`src/rtl/if_fetch_queue_pkg.sv`:
```
// Shared types and width helpers for the instruction fetch queue.
package if_pkg;

  localparam int INST_BYTES = 4;
  localparam int FQ_XLEN    = 32;

  typedef struct packed {
    logic [FQ_XLEN-1:0] pc;
    logic [31:0]        ir;
    logic               filled;
  } fq_entry_t;

  // Ring pointer width; DEPTH is a power of two so pointers wrap for free.
  function automatic int fq_ptr_w(input int depth);
    return (depth > 1) ? $clog2(depth) : 1;
  endfunction

  function automatic int fq_cnt_w(input int depth);
    return $clog2(depth + 1);
  endfunction

endpackage

```
`src/rtl/if_fetch_queue_if.sv`:
```
// Fetch-queue bundle: EX redirect, instruction-memory handshake, decode handshake.
interface if_fetch_queue_if #(
  parameter int XLEN  = 32,
  parameter int DEPTH = 4
);
  localparam int CNT_W = $clog2(DEPTH + 1);

  logic             ex_take_branch_out;
  logic [XLEN-1:0]  ex_target_PC_out;
  logic             proc2Imem_req;
  logic [XLEN-1:0]  proc2Imem_addr;
  logic             Imem2proc_req_ready;
  logic             Imem2proc_valid;
  logic [31:0]      Imem2proc_data;
  logic             if_valid_inst_out;
  logic             id_ready_in;
  logic [XLEN-1:0]  if_PC_out;
  logic [XLEN-1:0]  if_NPC_out;
  logic [31:0]      if_IR_out;
  logic [CNT_W-1:0] if_count_out;

  modport master (
    input  ex_take_branch_out, ex_target_PC_out, Imem2proc_req_ready,
           Imem2proc_valid, Imem2proc_data, id_ready_in,
    output proc2Imem_req, proc2Imem_addr, if_valid_inst_out,
           if_PC_out, if_NPC_out, if_IR_out, if_count_out
  );

  modport slave (
    output ex_take_branch_out, ex_target_PC_out, Imem2proc_req_ready,
           Imem2proc_valid, Imem2proc_data, id_ready_in,
    input  proc2Imem_req, proc2Imem_addr, if_valid_inst_out,
           if_PC_out, if_NPC_out, if_IR_out, if_count_out
  );

endinterface

```
`src/rtl/if_fetch_queue_fetch_ring.sv`:
```
// Ring of fetch entries: allocate at tail, fill oldest unfilled, pop head, flush all.
module fetch_ring
  import if_pkg::*;
#(
  parameter int XLEN  = 32,
  parameter int DEPTH = 4
) (
  input  logic                        clk,
  input  logic                        rst,
  input  logic                        flush_i,
  input  logic                        alloc_i,
  input  logic [XLEN-1:0]             alloc_pc_i,
  input  logic                        fill_i,
  input  logic [31:0]                 fill_ir_i,
  input  logic                        pop_i,
  output logic                        head_valid_o,
  output logic [XLEN-1:0]             head_pc_o,
  output logic [31:0]                 head_ir_o,
  output logic [fq_cnt_w(DEPTH)-1:0]  count_o,
  output logic [fq_cnt_w(DEPTH)-1:0]  pend_o
);
  localparam int PTR_W = fq_ptr_w(DEPTH);
  localparam int CNT_W = fq_cnt_w(DEPTH);

  // Same layout as fq_entry_t, but sized by this instance's XLEN.
  typedef struct packed {
    logic [XLEN-1:0] pc;
    logic [31:0]     ir;
    logic            filled;
  } entry_t;

  entry_t           ent_q [DEPTH];
  logic [PTR_W-1:0] head_q, head_d, tail_q, tail_d, fill_q, fill_d;
  logic [CNT_W-1:0] count_q, count_d, pend_q, pend_d;

  always_comb begin
    head_d  = head_q;
    tail_d  = tail_q;
    fill_d  = fill_q;
    count_d = count_q;
    pend_d  = pend_q;
    if (flush_i) begin
      head_d  = '0;
      tail_d  = '0;
      fill_d  = '0;
      count_d = '0;
      pend_d  = '0;
    end else begin
      if (alloc_i) tail_d = tail_q + PTR_W'(1);
      if (fill_i)  fill_d = fill_q + PTR_W'(1);
      if (pop_i)   head_d = head_q + PTR_W'(1);
      count_d = count_q + CNT_W'(alloc_i) - CNT_W'(pop_i);
      pend_d  = pend_q + CNT_W'(alloc_i) - CNT_W'(fill_i);
    end
  end

  always_ff @(posedge clk or posedge rst) begin
    if (rst) begin
      head_q  <= '0;
      tail_q  <= '0;
      fill_q  <= '0;
      count_q <= '0;
      pend_q  <= '0;
    end else begin
      head_q  <= head_d;
      tail_q  <= tail_d;
      fill_q  <= fill_d;
      count_q <= count_d;
      pend_q  <= pend_d;
    end
  end

  // Alloc targets a free slot and fill an allocated one, so they never collide.
  always_ff @(posedge clk or posedge rst) begin
    if (rst) begin
      for (int i = 0; i < DEPTH; i++) ent_q[i] <= '0;
    end else if (flush_i) begin
      for (int i = 0; i < DEPTH; i++) ent_q[i].filled <= 1'b0;
    end else begin
      if (alloc_i) begin
        ent_q[tail_q].pc     <= alloc_pc_i;
        ent_q[tail_q].filled <= 1'b0;
      end
      if (fill_i) begin
        ent_q[fill_q].ir     <= fill_ir_i;
        ent_q[fill_q].filled <= 1'b1;
      end
    end
  end

  assign head_valid_o = (count_q != '0) & ent_q[head_q].filled;
  assign head_pc_o    = (count_q != '0) ? ent_q[head_q].pc : '0;
  assign head_ir_o    = (count_q != '0) ? ent_q[head_q].ir : '0;
  assign count_o      = count_q;
  assign pend_o       = pend_q;

endmodule

```
`src/rtl/if_fetch_queue.sv`:
```
// Instruction fetch queue: issues Imem requests, matches in-order responses to
// queued PCs and feeds decode; a taken branch flushes, redirects and drops stale data.
module if_fetch_queue
  import if_pkg::*;
#(
  parameter int              XLEN     = 32,
  parameter int              DEPTH    = 4,
  parameter logic [XLEN-1:0] RESET_PC = '0
) (
  input  logic             clk,
  input  logic             rst,
  if_fetch_queue_if.master fq
);
  localparam int CNT_W = fq_cnt_w(DEPTH);
  localparam int INF_W = CNT_W + 1;

  logic [XLEN-1:0]  fetch_pc_q, fetch_pc_d;
  logic [CNT_W-1:0] drop_q, drop_d;
  logic [CNT_W-1:0] count, pend;
  logic             head_valid;
  logic [XLEN-1:0]  head_pc;
  logic [31:0]      head_ir;
  logic             branch, resp, can_issue, req, accept;
  logic             valid_out, pop, fill;
  logic [INF_W-1:0] inflight;
  logic             unused_tgt_lo;

  assign branch = fq.ex_take_branch_out;
  assign resp   = fq.Imem2proc_valid;

  // Stale responses still owed occupy capacity until memory returns them.
  assign inflight  = INF_W'(count) + INF_W'(drop_q);
  assign can_issue = inflight < INF_W'(DEPTH);
  assign req       = can_issue & ~branch & ~rst;
  assign accept    = req & fq.Imem2proc_req_ready;
  assign valid_out = head_valid & ~branch;
  assign pop       = valid_out & fq.id_ready_in;
  assign fill      = resp & ~branch & (drop_q == '0);

  always_comb begin
    fetch_pc_d = fetch_pc_q;
    drop_d     = drop_q;
    if (branch) begin
      fetch_pc_d = {fq.ex_target_PC_out[XLEN-1:2], 2'b00};
      drop_d     = drop_q + pend - CNT_W'(resp);
    end else begin
      if (accept) fetch_pc_d = fetch_pc_q + XLEN'(INST_BYTES);
      if (resp && (drop_q != '0)) drop_d = drop_q - CNT_W'(1);
    end
  end

  always_ff @(posedge clk or posedge rst) begin
    if (rst) begin
      fetch_pc_q <= RESET_PC;
      drop_q     <= '0;
    end else begin
      fetch_pc_q <= fetch_pc_d;
      drop_q     <= drop_d;
    end
  end

  fetch_ring #(
    .XLEN  (XLEN),
    .DEPTH (DEPTH)
  ) u_ring (
    .clk          (clk),
    .rst          (rst),
    .flush_i      (branch),
    .alloc_i      (accept),
    .alloc_pc_i   (fetch_pc_q),
    .fill_i       (fill),
    .fill_ir_i    (fq.Imem2proc_data),
    .pop_i        (pop),
    .head_valid_o (head_valid),
    .head_pc_o    (head_pc),
    .head_ir_o    (head_ir),
    .count_o      (count),
    .pend_o       (pend)
  );

  assign unused_tgt_lo = ^fq.ex_target_PC_out[1:0];

  assign fq.proc2Imem_req     = req;
  assign fq.proc2Imem_addr    = {fetch_pc_q[XLEN-1:2], 2'b00};
  assign fq.if_valid_inst_out = valid_out;
  assign fq.if_PC_out         = head_pc;
  assign fq.if_NPC_out        = (count != '0) ? head_pc + XLEN'(INST_BYTES) : '0;
  assign fq.if_IR_out         = head_ir;
  assign fq.if_count_out      = count;

endmodule

```
`src/flat_wrapper.sv`:
```
// flat-port wrapper written by rule: the top's interface ports become plain ports
module if_fetch_queue_flat import if_pkg::*;
#(
  parameter int              XLEN     = 32,
  parameter int              DEPTH    = 4,
  parameter logic [XLEN-1:0] RESET_PC = '0
)
  (clk, rst, fq_ex_take_branch_out, fq_ex_target_PC_out, fq_Imem2proc_req_ready, fq_Imem2proc_valid, fq_Imem2proc_data, fq_id_ready_in, fq_proc2Imem_req, fq_proc2Imem_addr, fq_if_valid_inst_out, fq_if_PC_out, fq_if_NPC_out, fq_if_IR_out, fq_if_count_out);
  if_fetch_queue_if #(.XLEN(XLEN), .DEPTH(DEPTH)) fq_i ();
  input  logic clk;
  input  logic rst;
  input wire logic [$bits(fq_i.ex_take_branch_out)-1:0] fq_ex_take_branch_out;
  input wire logic [$bits(fq_i.ex_target_PC_out)-1:0] fq_ex_target_PC_out;
  input wire logic [$bits(fq_i.Imem2proc_req_ready)-1:0] fq_Imem2proc_req_ready;
  input wire logic [$bits(fq_i.Imem2proc_valid)-1:0] fq_Imem2proc_valid;
  input wire logic [$bits(fq_i.Imem2proc_data)-1:0] fq_Imem2proc_data;
  input wire logic [$bits(fq_i.id_ready_in)-1:0] fq_id_ready_in;
  output wire logic [$bits(fq_i.proc2Imem_req)-1:0] fq_proc2Imem_req;
  output wire logic [$bits(fq_i.proc2Imem_addr)-1:0] fq_proc2Imem_addr;
  output wire logic [$bits(fq_i.if_valid_inst_out)-1:0] fq_if_valid_inst_out;
  output wire logic [$bits(fq_i.if_PC_out)-1:0] fq_if_PC_out;
  output wire logic [$bits(fq_i.if_NPC_out)-1:0] fq_if_NPC_out;
  output wire logic [$bits(fq_i.if_IR_out)-1:0] fq_if_IR_out;
  output wire logic [$bits(fq_i.if_count_out)-1:0] fq_if_count_out;
  assign fq_i.ex_take_branch_out = fq_ex_take_branch_out;
  assign fq_i.ex_target_PC_out = fq_ex_target_PC_out;
  assign fq_i.Imem2proc_req_ready = fq_Imem2proc_req_ready;
  assign fq_i.Imem2proc_valid = fq_Imem2proc_valid;
  assign fq_i.Imem2proc_data = fq_Imem2proc_data;
  assign fq_i.id_ready_in = fq_id_ready_in;
  assign fq_proc2Imem_req = fq_i.proc2Imem_req;
  assign fq_proc2Imem_addr = fq_i.proc2Imem_addr;
  assign fq_if_valid_inst_out = fq_i.if_valid_inst_out;
  assign fq_if_PC_out = fq_i.if_PC_out;
  assign fq_if_NPC_out = fq_i.if_NPC_out;
  assign fq_if_IR_out = fq_i.if_IR_out;
  assign fq_if_count_out = fq_i.if_count_out;
  if_fetch_queue #(.XLEN(XLEN), .DEPTH(DEPTH), .RESET_PC(RESET_PC)) u_core (.clk(clk), .rst(rst), .fq(fq_i));
endmodule
```
`config.mk`:
```
export PLATFORM = sky130hd
export DESIGN_NAME = if_fetch_queue_flat
export DESIGN_NICKNAME = d
export VERILOG_FILES = /design/src/rtl/if_fetch_queue_pkg.sv /design/src/rtl/if_fetch_queue_if.sv /design/src/rtl/if_fetch_queue_fetch_ring.sv /design/src/rtl/if_fetch_queue.sv /design/src/flat_wrapper.sv
export SDC_FILE = /design/constraint.sdc
export NUM_CORES = 1
export LEC_CHECK = 0
export ABC_AREA = 0
export CAP_MARGIN = 5
export CORE_ASPECT_RATIO = 0.8
export CORE_MARGIN = 4
export CORE_UTILIZATION = 40
export DETAILED_ROUTE_END_ITERATION = 12
export SLEW_MARGIN = 20
export SYNTH_ARGS = -nofsm -noshare
export SYNTH_HDL_FRONTEND = slang
export SYNTH_SLANG_ARGS = --single-unit
```
`constraint.sdc`:
```
create_clock -name clk -period 9.4 [get_ports clk]
set_input_delay 1.88 -clock clk [delete_from_list [all_inputs] [get_ports clk]]
set_output_delay 1.88 -clock clk [all_outputs]
set_load 0.02 [all_outputs]
```
==> summary.txt, run 1 <==
Results of the full flow below.

Outcome:
- The run finished with clean final reports.

Worst setup path:
- Max fanout on the critical path was recorded as about 42.
- According to the timing report, the critical path is launched from u_core.u_ring.head_q[1]$_DFFE_PP0P_.
- In this run the critical register-to-register path is launched from u_core.u_ring.head_q[0]$_DFFE_PP0P_.
- The run gives the internal reg-to-reg setup slack as 5.48 ns.
- In this run the critical path is formed by buf_4 -> mux4_2 -> and2_1 -> ha_1 -> nand2_1 -> nor3b_2 -> nand4_1 -> or4_1 -> a21oi_1 -> clkdlybuf4s50_1.
- The worst setup path is launched from a flip-flop.
- OpenSTA lists the critical path endpoint as fq_if_NPC_out[22].
- The run gives the number of gates on the worst path with buffers counted as 10.
- Per STA, the worst path accumulates the most delay in the family simple AND/OR/NAND/NOR gates.
- The critical path's slowest stage uses the library cell sky130_fd_sc_hd__dfrtp_4.
- STA puts the critical path data required time at 7.52 ns.
- The critical path is of the reg2out type.
- The run gives the endpoint type of the worst setup path as an output pin.

Job:
- Max-cap violations in this run came to 0.
- The tool warning count for the run is 37.

Cells and area:
- Summing all multi-input logic gate instances after layout gives 7170 µm².
- The run gives the number of non-clock inverters in the layout as 23.
- The finished layout reports a core utilization of between 40% and 50%.
- The run gives the multi-input combinational cell count as ~780.
- The run gives the final-layout non-clock buffer area share as a little under an eighth.
- The run puts the register area at approximately 7400 µm².
- In the finished layout, the clock tree contains a buffer count of 44.
- The run puts the clock network area share at around 5.9%.
- The largest registers in the layout are u_core.u_ring.ent_q x252, u_core.fetch_pc_q x30.
- From synthesis to final layout, the design area changed by 22.5%.
- The layout report gives the multi-input gate share of total cell area as around two fifths.
- By area, the class that comes first in the final layout consists of flip-flops and latches.
- The run gives the total number of nets in the final design as roughly 1,400.
- The run puts the number of flip-flops in the largest register at ~250.

Final timing:
- Based on the critical path, the design can be clocked at up to between 100 and 150 MHz.
- The run gives the relative max-transition margin as between 30% and 40%.
- The run gives the post-layout minimum cycle time as 6.79 ns.
- The run gives the hold violation total from the final report as 0.
- The run puts the total negative setup slack at 0 ns.
- The run gives the number of setup violations in the final report as 0.

Worst hold path:
- The run gives the cell depth of the worst min-delay path as 1.
- The run gives the destination of the worst hold path as u_core.u_ring.ent_q[80]$_DFFE_PP0P_.

Power and ir drop:
- The run gives the total chip power as roughly 4.1 mW.
- The run gives the group with the largest share of power as sequential cells.
- The run gives the clock network fraction of design power as about a third.
- The run puts the power drawn by the clock network at 1.30 mW.
- The run puts the power attributed to combinational cells at approximately 1.1 mW.

Synthesis:
- The run gives the number of cell instances after yosys synthesis as 1,184.
- The run puts the area figure in the yosys stat output at roughly 15,000 µm².
- Of all flip-flops after synthesis, the portion carrying an async set or reset was 100%.
- The run gives the post-synthesis cell type count as around 61.
- The run puts the proportion of synthesized chip area in sequential cells at 49.2%.
- For reference, XOR and XNOR gates occupy around 1.6% of the area reported after synthesis.
- The synthesis run shows multiplexers occupying 28.2% of the cell area.
- Per the synth log, the flip-flop and latch total comes to slightly below 300.
- The run gives the post-synthesis instance total as roughly 1,200.
- The commonest register cell is sky130_fd_sc_hd__dfrtp_1.

Detailed routing:
- The run gives the vias after detailed routing as 10,100.
- The run gives the sum of routed wire segments on met1 as 19.1 mm.
- The run gives the iteration tally of the first detailed-router pass as 4.
- Summed over all nets, wire length on met2 after detailed routing comes to 16.4 mm.
- The run puts the length of routed met3 wiring at 2.53 mm.
- TritonRoute reported its final design rule violation total as 0.
- Per the detailed-route log, wirelength across all metal layers totals 38.6 mm.
- The run gives the number of DRC markers after the initial detailed-route iteration as between 500 and 600.

Global routing:
- The run puts the pin count of the biggest net entering global routing at roughly 190.
- The run puts the total track usage at a little under a fifth.
- The run puts the initial antenna violation count at 3.
- The run gives the sum of overflow across all layers after global routing as 0.
- Global routing used under 10% of the available met3 tracks.
- The run gives the met2 track demand over resource in global routing as between 20% and 30%.

Clock network:
- As reported, the later end of the worst-skew pair has a clock insertion delay of around 0.56 ns.
- The run gives the post-CTS resize count as 0.
- The run gives the total clock sinks as 297.
- The run puts the maximum level of the CTS H-tree at 1.
- The run puts the number of hold-repair buffers added at the cts stage at 0.
- The run puts the clock-pin slew on the worst setup and hold paths at ~0.06 ns.
- The run gives the library cell used as clock root buffer as sky130_fd_sc_hd__clkbuf_16.

Placed design:
- The run gives the post-place instance area as 17,400 µm².
- The run puts the worst setup slack before clock tree synthesis at between 3 and 4 ns.
- The run gives the half-perimeter wire length after placement as around 25 mm.

Die:
- The run gives the die extent in x as around 230 µm.
- The run gives the die height as between 150 and 200 µm.
## run 1: cell usage after synthesis, drive strengths merged (6+ instances only)
master and instances:
mux4 65, xor2 14, inv 22, nor3 10, o311ai 9, nand4 11, clkbuf 33, or3 8
dfrtp 297, nand3 24, a21oi 15, ha 21, and2 63, mux2i 6, nor4 6, nor3b 6
and3 7, nand2 102, xnor2 14, buf 54, o211ai 7, a221o 9, nor2 46, o21ai 49
mux2 241
## run 1: cells in the final DEF (no fill, tap or decap), types with 9 or more instances in the layout
cell,netlist,final
sky130_fd_sc_hd__nor2_1,46,46
sky130_fd_sc_hd__ha_1,21,21
sky130_fd_sc_hd__buf_4,7,14
sky130_fd_sc_hd__dfrtp_1,297,295
sky130_fd_sc_hd__clkbuf_16,0,31
sky130_fd_sc_hd__o21ai_0,49,49
sky130_fd_sc_hd__a21oi_1,15,15
sky130_fd_sc_hd__a221o_1,9,9
sky130_fd_sc_hd__xnor2_1,14,14
sky130_fd_sc_hd__nand3_1,23,23
sky130_fd_sc_hd__nand2_1,102,100
sky130_fd_sc_hd__mux4_2,62,62
sky130_fd_sc_hd__mux2_2,240,240
sky130_fd_sc_hd__clkdlybuf4s50_1,0,193
sky130_fd_sc_hd__nand4_1,9,9
sky130_fd_sc_hd__inv_1,22,21
sky130_fd_sc_hd__clkbuf_8,0,11
sky130_fd_sc_hd__xor2_1,14,14
sky130_fd_sc_hd__and2_1,63,63
sky130_fd_sc_hd__clkinv_2,0,9
## run 1: logic make-up (layout without fill, tap and decap cells)
group	after synthesis	count (layout)
multiplexers	312	312
AND/OR/NAND/NOR	304	304
flip-flops	297	297
buffers and inverters	110	290
AND-OR/OR-AND	108	108
XOR/XNOR	28	28
adder cells (fa/ha/maj)	24	24
other	1	6
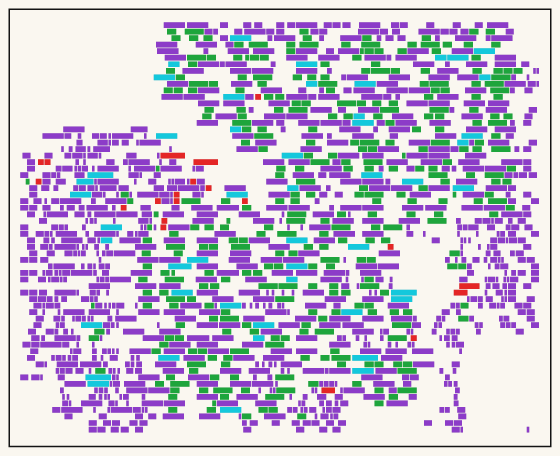
*Drive-strength map, run 1*
legend:
  cyan:
    size: _6 and larger
    cells: 48
    share: 3.5%
  green:
    size: _2 cells
    cells: 325
    share: 24%
  purple:
    size: _0 and _1 cells
    cells: 976
    share: 71%
  red:
    size: _3 and _4 cells
    cells: 20
    share: 1.5%
Layout Cell Area excl Fill: 18,500 µm²
Worst Slack Setup Final: 2.61 ns

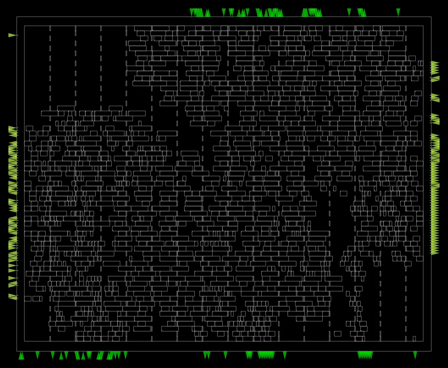
*Cell placement, run 1*
# rows: 63
count of sequential standard cells: 297
core area: 37,100 µm²
Cell Count, Final, Fillers Out: 1,856

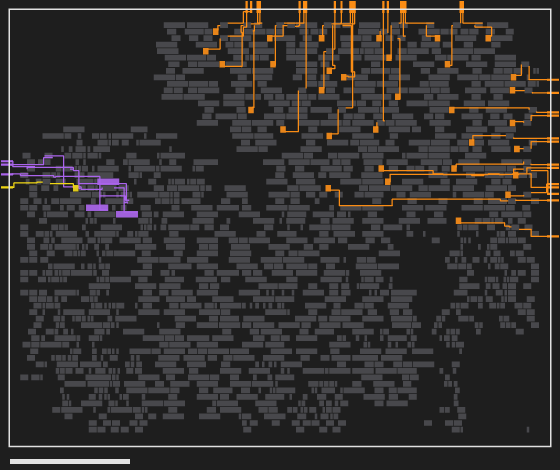
*Port wiring, run 1*
Scale bar: 50 µm.
legend:
  yellow:
    port: fq_id_ready_in
    bits: 1
    direction: input
    end_cells: 1
    buffers: 1
    wire: 26.7 µm
  purple:
    port: fq_if_count_out
    bits: 3
    direction: output
    end_cells: 3
    buffers: 3
    wire: 226 µm
  orange:
    port: fq_if_IR_out
    bits: 32
    direction: output
    end_cells: 32
    buffers: 32
    wire: 1,080 µm
number of buffer cells added on primary ports: 194
Boundary Pins: 203

### Metal layers overlaid, run 1

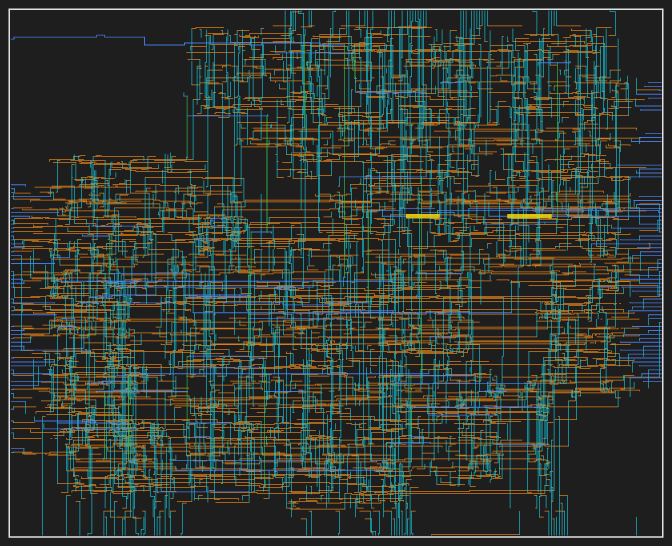

## Run 2: what changed since run 1
==> constraint.sdc (replaced) <==
create_clock -name clk -period 5.7 [get_ports clk]
set_input_delay 1.14 -clock clk [delete_from_list [all_inputs] [get_ports clk]]
set_output_delay 1.14 -clock clk [all_outputs]
set_load 0.02 [all_outputs]
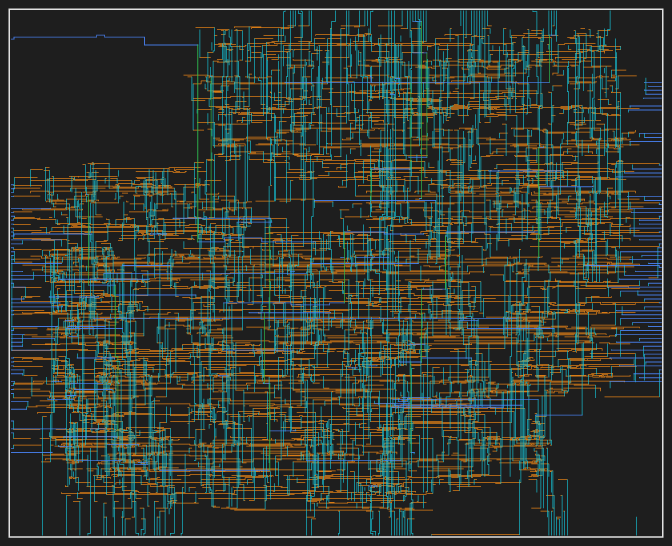
*Metal layers overlaid, run 2*
legend:
  cyan:
    layer: metal 2
    wire_length: 16,600 µm
  orange:
    layer: metal 1
    wire_length: 19,400 µm
  green:
    layer: metal 4
    wire_length: 578 µm
  blue:
    layer: metal 3
    wire_length: 2,240 µm
via count: 10,100
global-route usage over all layers: 18.8%
routed wire length: 38.8 mm
routed length per instance: 20.8 µm

==> run 2 against run 1 <==
Net effect: die area did not move; via count rose by 0.55%; clock-buffer cell count fell by 4; sequential share of layout area fell by 0.26 points; first-iteration DRC count rose by 35%; critical path depth fell by 2; final cell count rose by 0.59%; global-route usage rose by 0.070 points; sequential cell count did not move; highest routed layer is now met4.
==> summary.txt, run 2 <==
Results of the full flow below.

Outcome:
- Status: completed (unchanged).

Clock network:
- The run puts the post-CTS resize count at 0 (unchanged).
- The run gives the number of hold-repair buffers added at the cts stage as 0 (unchanged).
- The run gives the latest clock arrival within the worst-skew pair as 0.57 ns (was 0.56 ns).

Synthesis:
- The register bit total from synthesis is 297 (unchanged).
- The flip-flop cell with the highest count after synthesis is sky130_fd_sc_hd__dfrtp_1 (unchanged).
- Commonest cells post-synth: sky130_fd_sc_hd__dfrtp_1, sky130_fd_sc_hd__mux2_2, sky130_fd_sc_hd__nand2_1 (unchanged).
- The post-synthesis cell type with the largest instance count is sky130_fd_sc_hd__dfrtp_1 (unchanged).
- The run gives the async set-or-reset flop fraction in the synthesized netlist as 100% (unchanged).
- The run gives the post-synthesis cell type count as 61 (unchanged).
- The proportion of synthesized chip area in sequential cells came to 49.2% (unchanged).
- The post-synthesis instance total was 1,184 (unchanged).

Cells and area:
- Leading registers by flop count: u_core.u_ring.ent_q x252, u_core.fetch_pc_q x30 (unchanged).
- The run gives the final core area utilization as 50.1% (was 49.8%).
- The logic area was 7160 µm² (was 7170 µm²).
- The run puts the number of flip-flops in the largest register at 252 (unchanged).
- The register area came to 7440 µm² (unchanged).
- The run gives the most frequent standard cell in the layout excluding fill and tap cells as sky130_fd_sc_hd__dfrtp_1 (unchanged).
- The run gives the area growth from synthesis to layout as 23.4% (was 22.5%).
- The run puts the total non-filler cell area in the finished layout at 18,600 µm² (was 18,500 µm²).

Power and ir drop:
- The total chip power was 6.94 mW (was 4.14 mW).

Die:
- The number of I/O pins came to 203 (unchanged).
- The run gives the die height as 182 µm (unchanged).
- The run puts the die extent in x at 225 µm (unchanged).
- The run gives the number of placement rows as 63 (unchanged).

Final timing:
- The run puts the relative max-transition margin at 30.4% (was 33.1%).
- The run puts the post-layout minimum cycle time at approximately 5.4 ns.
- The hold violation total from the final report was 0 (unchanged).

Worst setup path:
- The run puts the critical path data required time at 4.56 ns (was 7.52 ns).
- The category of the critical setup timing path is reg2out (unchanged).
- The source of the critical timing path is u_core.u_ring.head_q[1]$_DFFE_PP0P_ (unchanged).

Detailed routing:
- The met2 layer wire length in the routed design came to 16.6 mm (was 16.4 mm).
- The run puts the total DRC errors in the routed layout at 0 (unchanged).
- The run puts the sum of routed wire segments on met1 at 19.4 mm (was 19.1 mm).

Placed design:
- The run gives the half-perimeter wire length after placement as 25.9 mm (was 25.3 mm).
- The run gives the number of port buffers as 194 (unchanged).
- The run gives the post-place instance area as 17,500 µm² (was 17,400 µm²).
- The run puts the worst setup slack before clock tree synthesis at 0.821 ns (was 3.10 ns).

Global routing:
- The pin count of the biggest net entering global routing is 150 (was 190).

Job:
- The run gives the number of violations of the max-capacitance limit as 0 (unchanged).
==> run 2: area by class of cell <==
class / count / area share [%]
flip-flops and latches: 297 / 40.0
multi-input cells: 782 / 38.5
repair buffers: 220 / 11.7
clock buffers: 40 / 4.62
well taps: 487 / 3.27
clock inverters: 18 / 1.51
inverters: 23 / 0.484
==> run 2: layer usage <==
layer,track usage (%),vias up
li1,-,4626
met1,29.6,5185
met2,27.4,255
met3,3.60,41
met4,3.07,0
met5,0,-
==> run 2: cells by family after synthesis <==
logic type                 Yosys count  synth area share (%)
AOI/OAI and AO/OA                  108                  4.62
DFF                                297                  49.2
muxes                              312                  28.2
and+or+nand+nor                    304                  10.7
buffers and inverters              110                  3.47
other                                1                0.0248
adders and majority gates           24                  2.14
xor gates and xnor gates            28                  1.62
==> run 2: worst max-delay path, delay by kind of cell (launching register included) <==
kind	cells	cell delay, ns
AND-OR/OR-AND	1	0.15
flip-flops	1	0.89
AND/OR/NAND/NOR	4	1.39
multiplexers	1	0.31
buffers and inverters	2	0.95
==> run 2: path summary, 6_finish.rpt <==
kind / to / slack [ns] / depth (start not counted)
max in group asynchronous: u_core.u_ring.ent_q[123]$_DFFE_PP0P_ / 3.48 / 3
setup / recovery: fq_if_NPC_out[22] / 0.28 / 8
setup reg to reg: u_core.u_ring.count_o[2]$_DFF_PP0_ / 2.21 / 12
hold / removal: u_core.u_ring.ent_q[173]$_DFFE_PP0P_ / 0.50 / 1
min in group asynchronous: u_core.u_ring.count_o[2]$_DFF_PP0_ / 1.01 / 2
hold reg to reg: u_core.u_ring.ent_q[173]$_DFFE_PP0P_ / 0.50 / 1
==> run 2: report_power, final <==
group	switching, mW	total (mW)	internal, mW
logic	0.831	1.78	0.951
clock network	0.863	2.25	1.38
registers	0.332	2.91	2.58
### Cell placement, run 2

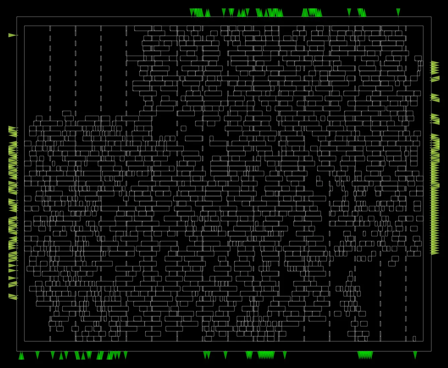

## Run 3: what changed since run 2
--- a/config.mk
+++ b/config.mk
@@ -11,6 +11,7 @@
 export CORE_MARGIN = 4
 export CORE_UTILIZATION = 40
 export DETAILED_ROUTE_END_ITERATION = 12
+export RECOVER_POWER = 50
 export SLEW_MARGIN = 20
 export SYNTH_ARGS = -nofsm -noshare
 export SYNTH_HDL_FRONTEND = slang
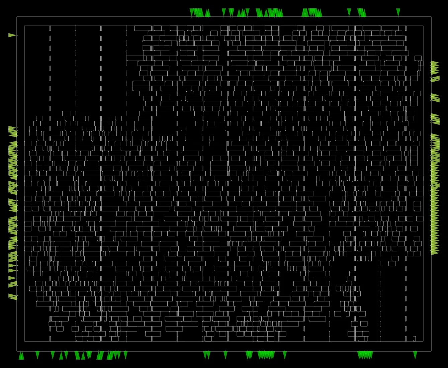
*Cell placement, run 3*
Cell Count, Final, Fillers Out: 1,868
number of tap cells inserted: 487

==> run 3 against run 2 <==
Net effect: the run now ends with capacitance limit, slew limit left; combinational power hardly changed; clock power hardly changed; critical path type unchanged; total power hardly changed; routed wire length hardly changed; clock-buffer cell count stayed put; synthesized cell count stayed put; final cell count hardly changed; register-to-register slack worse by 0.56 ns; die area stayed put; non-clock buffer count stayed put; setup slack better by 0.015 ns; clock skew is 0.0019 ns lower.
==> summary.txt, run 3 <==
Results of the full flow below.

Power and ir drop:
- The run gives the proportion of total power due to net switching as 29.2% (about the same).
- The total chip power was 6.94 mW (about the same).
- The run gives the internal power of the cells as 4.91 mW (about the same).

Final timing:
- The run puts the post-layout minimum cycle time at 5.40 ns (was 5.42 ns).
- The run gives the number of setup violations in the final report as 0 (unchanged).
- The run puts the relative max-transition margin at -109% (was 30.4%).
- The post-route worst setup slack is 0.300 ns (was 0.285 ns).
- The final max-slew violation count is 411 (was 0).
- The maximum clock frequency is 185 MHz (about the same).

Job:
- The run gives the count of warning messages emitted by the tools as 41 (was 39).
- The run puts the number of violations of the max-capacitance limit at 6 (was 0).

Synthesis:
- The proportion of synthesized chip area in sequential cells is 49.2% (unchanged).
- The run puts the number of cell instances after yosys synthesis at 1,184 (unchanged).
- The async set-or-reset flop fraction in the synthesized netlist came to 100% (unchanged).
- The register bit total from synthesis was 297 (unchanged).
- The run gives the post-synthesis cell type count as 61 (unchanged).

Global routing:
- The run gives the sum of overflow across all layers after global routing as 0 (unchanged).
- The run gives the total track usage as 18.8% (unchanged).

Worst setup path:
- Chain of cells forming the critical path: buf_4 -> mux4_1 -> and4_1 -> and2_1 -> nand4_1 -> or4_1 -> a21oi_1 -> clkdlybuf4s50_1 (unchanged).
- The endpoint type of the worst setup path is an output pin (unchanged).
- The startpoint of the worst register-to-register path is u_core.u_ring.count_o[2]$_DFF_PP0_ (was u_core.u_ring.head_q[0]$_DFFE_PP0P_).
- The largest delay contributor family on the critical path was simple AND/OR/NAND/NOR gates (unchanged).

Cells and area:
- Leading registers by flop count: u_core.u_ring.ent_q x252, u_core.fetch_pc_q x30 (unchanged).
- The run gives the total number of nets in the final design as 1,449 (unchanged).
- The area growth from synthesis to layout is 23.1% (was 23.4%).
- Commonest cells after routing, fill and taps aside: sky130_fd_sc_hd__dfrtp_1, sky130_fd_sc_hd__mux2_2, sky130_fd_sc_hd__clkdlybuf4s50_1 (unchanged).
- The run puts the number of flip-flops in the largest register at 252 (unchanged).

Worst hold path:
- The run gives the destination of the worst hold path as u_core.u_ring.ent_q[173]$_DFFE_PP0P_ (unchanged).

Detailed routing:
- The vias after detailed routing is 10,100 (about the same).
- The run puts the final routed wirelength across all metal layers at 38.9 mm (was 38.8 mm).

Clock network:
- The library cell used as clock root buffer is sky130_fd_sc_hd__clkbuf_16 (unchanged).

Die:
- The run puts the die height at 182 µm (unchanged).

Placed design:
- The run puts the half-perimeter wire length after placement at 25.9 mm (unchanged).
- The run puts the worst setup slack before clock tree synthesis at 0.821 ns (unchanged).

Outcome:
- The final reports fail on capacitance limit, slew limit.
- Status: finished with violations (was completed).
run 3: netlist changes by cell type in the layout (fill, tap and decap cells not counted), moves of 2 or more:
cell | previous run | this run
sky130_fd_sc_hd__buf_4 | 23 | 18
sky130_fd_sc_hd__buf_12 | 2 | 0
sky130_fd_sc_hd__clkbuf_1 | 4 | 9
sky130_fd_sc_hd__dlygate4sd3_1 | 0 | 2
sky130_fd_sc_hd__clkdlybuf4s50_1 | 193 | 191
run 3: kinds of logic (layout without fill, tap and decap cells):
logic type | Yosys count | count (layout) | share of synthesized area [%]
buffers and inverters | 110 | 301 | 3.47
and+or+nand+nor | 304 | 304 | 10.7
adders and majority gates | 24 | 24 | 2.14
AOI/OAI and AO/OA | 108 | 108 | 4.62
xor gates and xnor gates | 28 | 28 | 1.62
muxes | 312 | 312 | 28.2
DFF | 297 | 297 | 49.2
other | 1 | 7 | 0.0248
run 3: power groups by stage:
stage               clock network [mW]  registers (mW)  logic [mW]
floorplan                            0            2.84        1.24
global placement                     0            2.92        1.75
detailed placement                   0            2.94        1.79
CTS                               2.29            2.91        1.80
global route                      2.38            2.97        1.95
finish                            2.24            2.91        1.78
run 3: area by class of cell:
class	count	area, µm²
clock buffers	40	860
well taps	487	609
multi-input cells	782	7160
clock inverters	18	280
inverters	23	87.6
diodes	1	2.50
repair buffers	220	2130
fillers	3341	18600
flip-flops and latches	297	7440
run 3: metal layers:
metal  track usage (%)  up-vias
li1                  -     4632
met1              29.6     5212
met2              27.4      233
met3              3.60       42
met4              3.07        0
met5                 0        -
Power figures rest on the tool's default switching activity, not on a simulated workload.
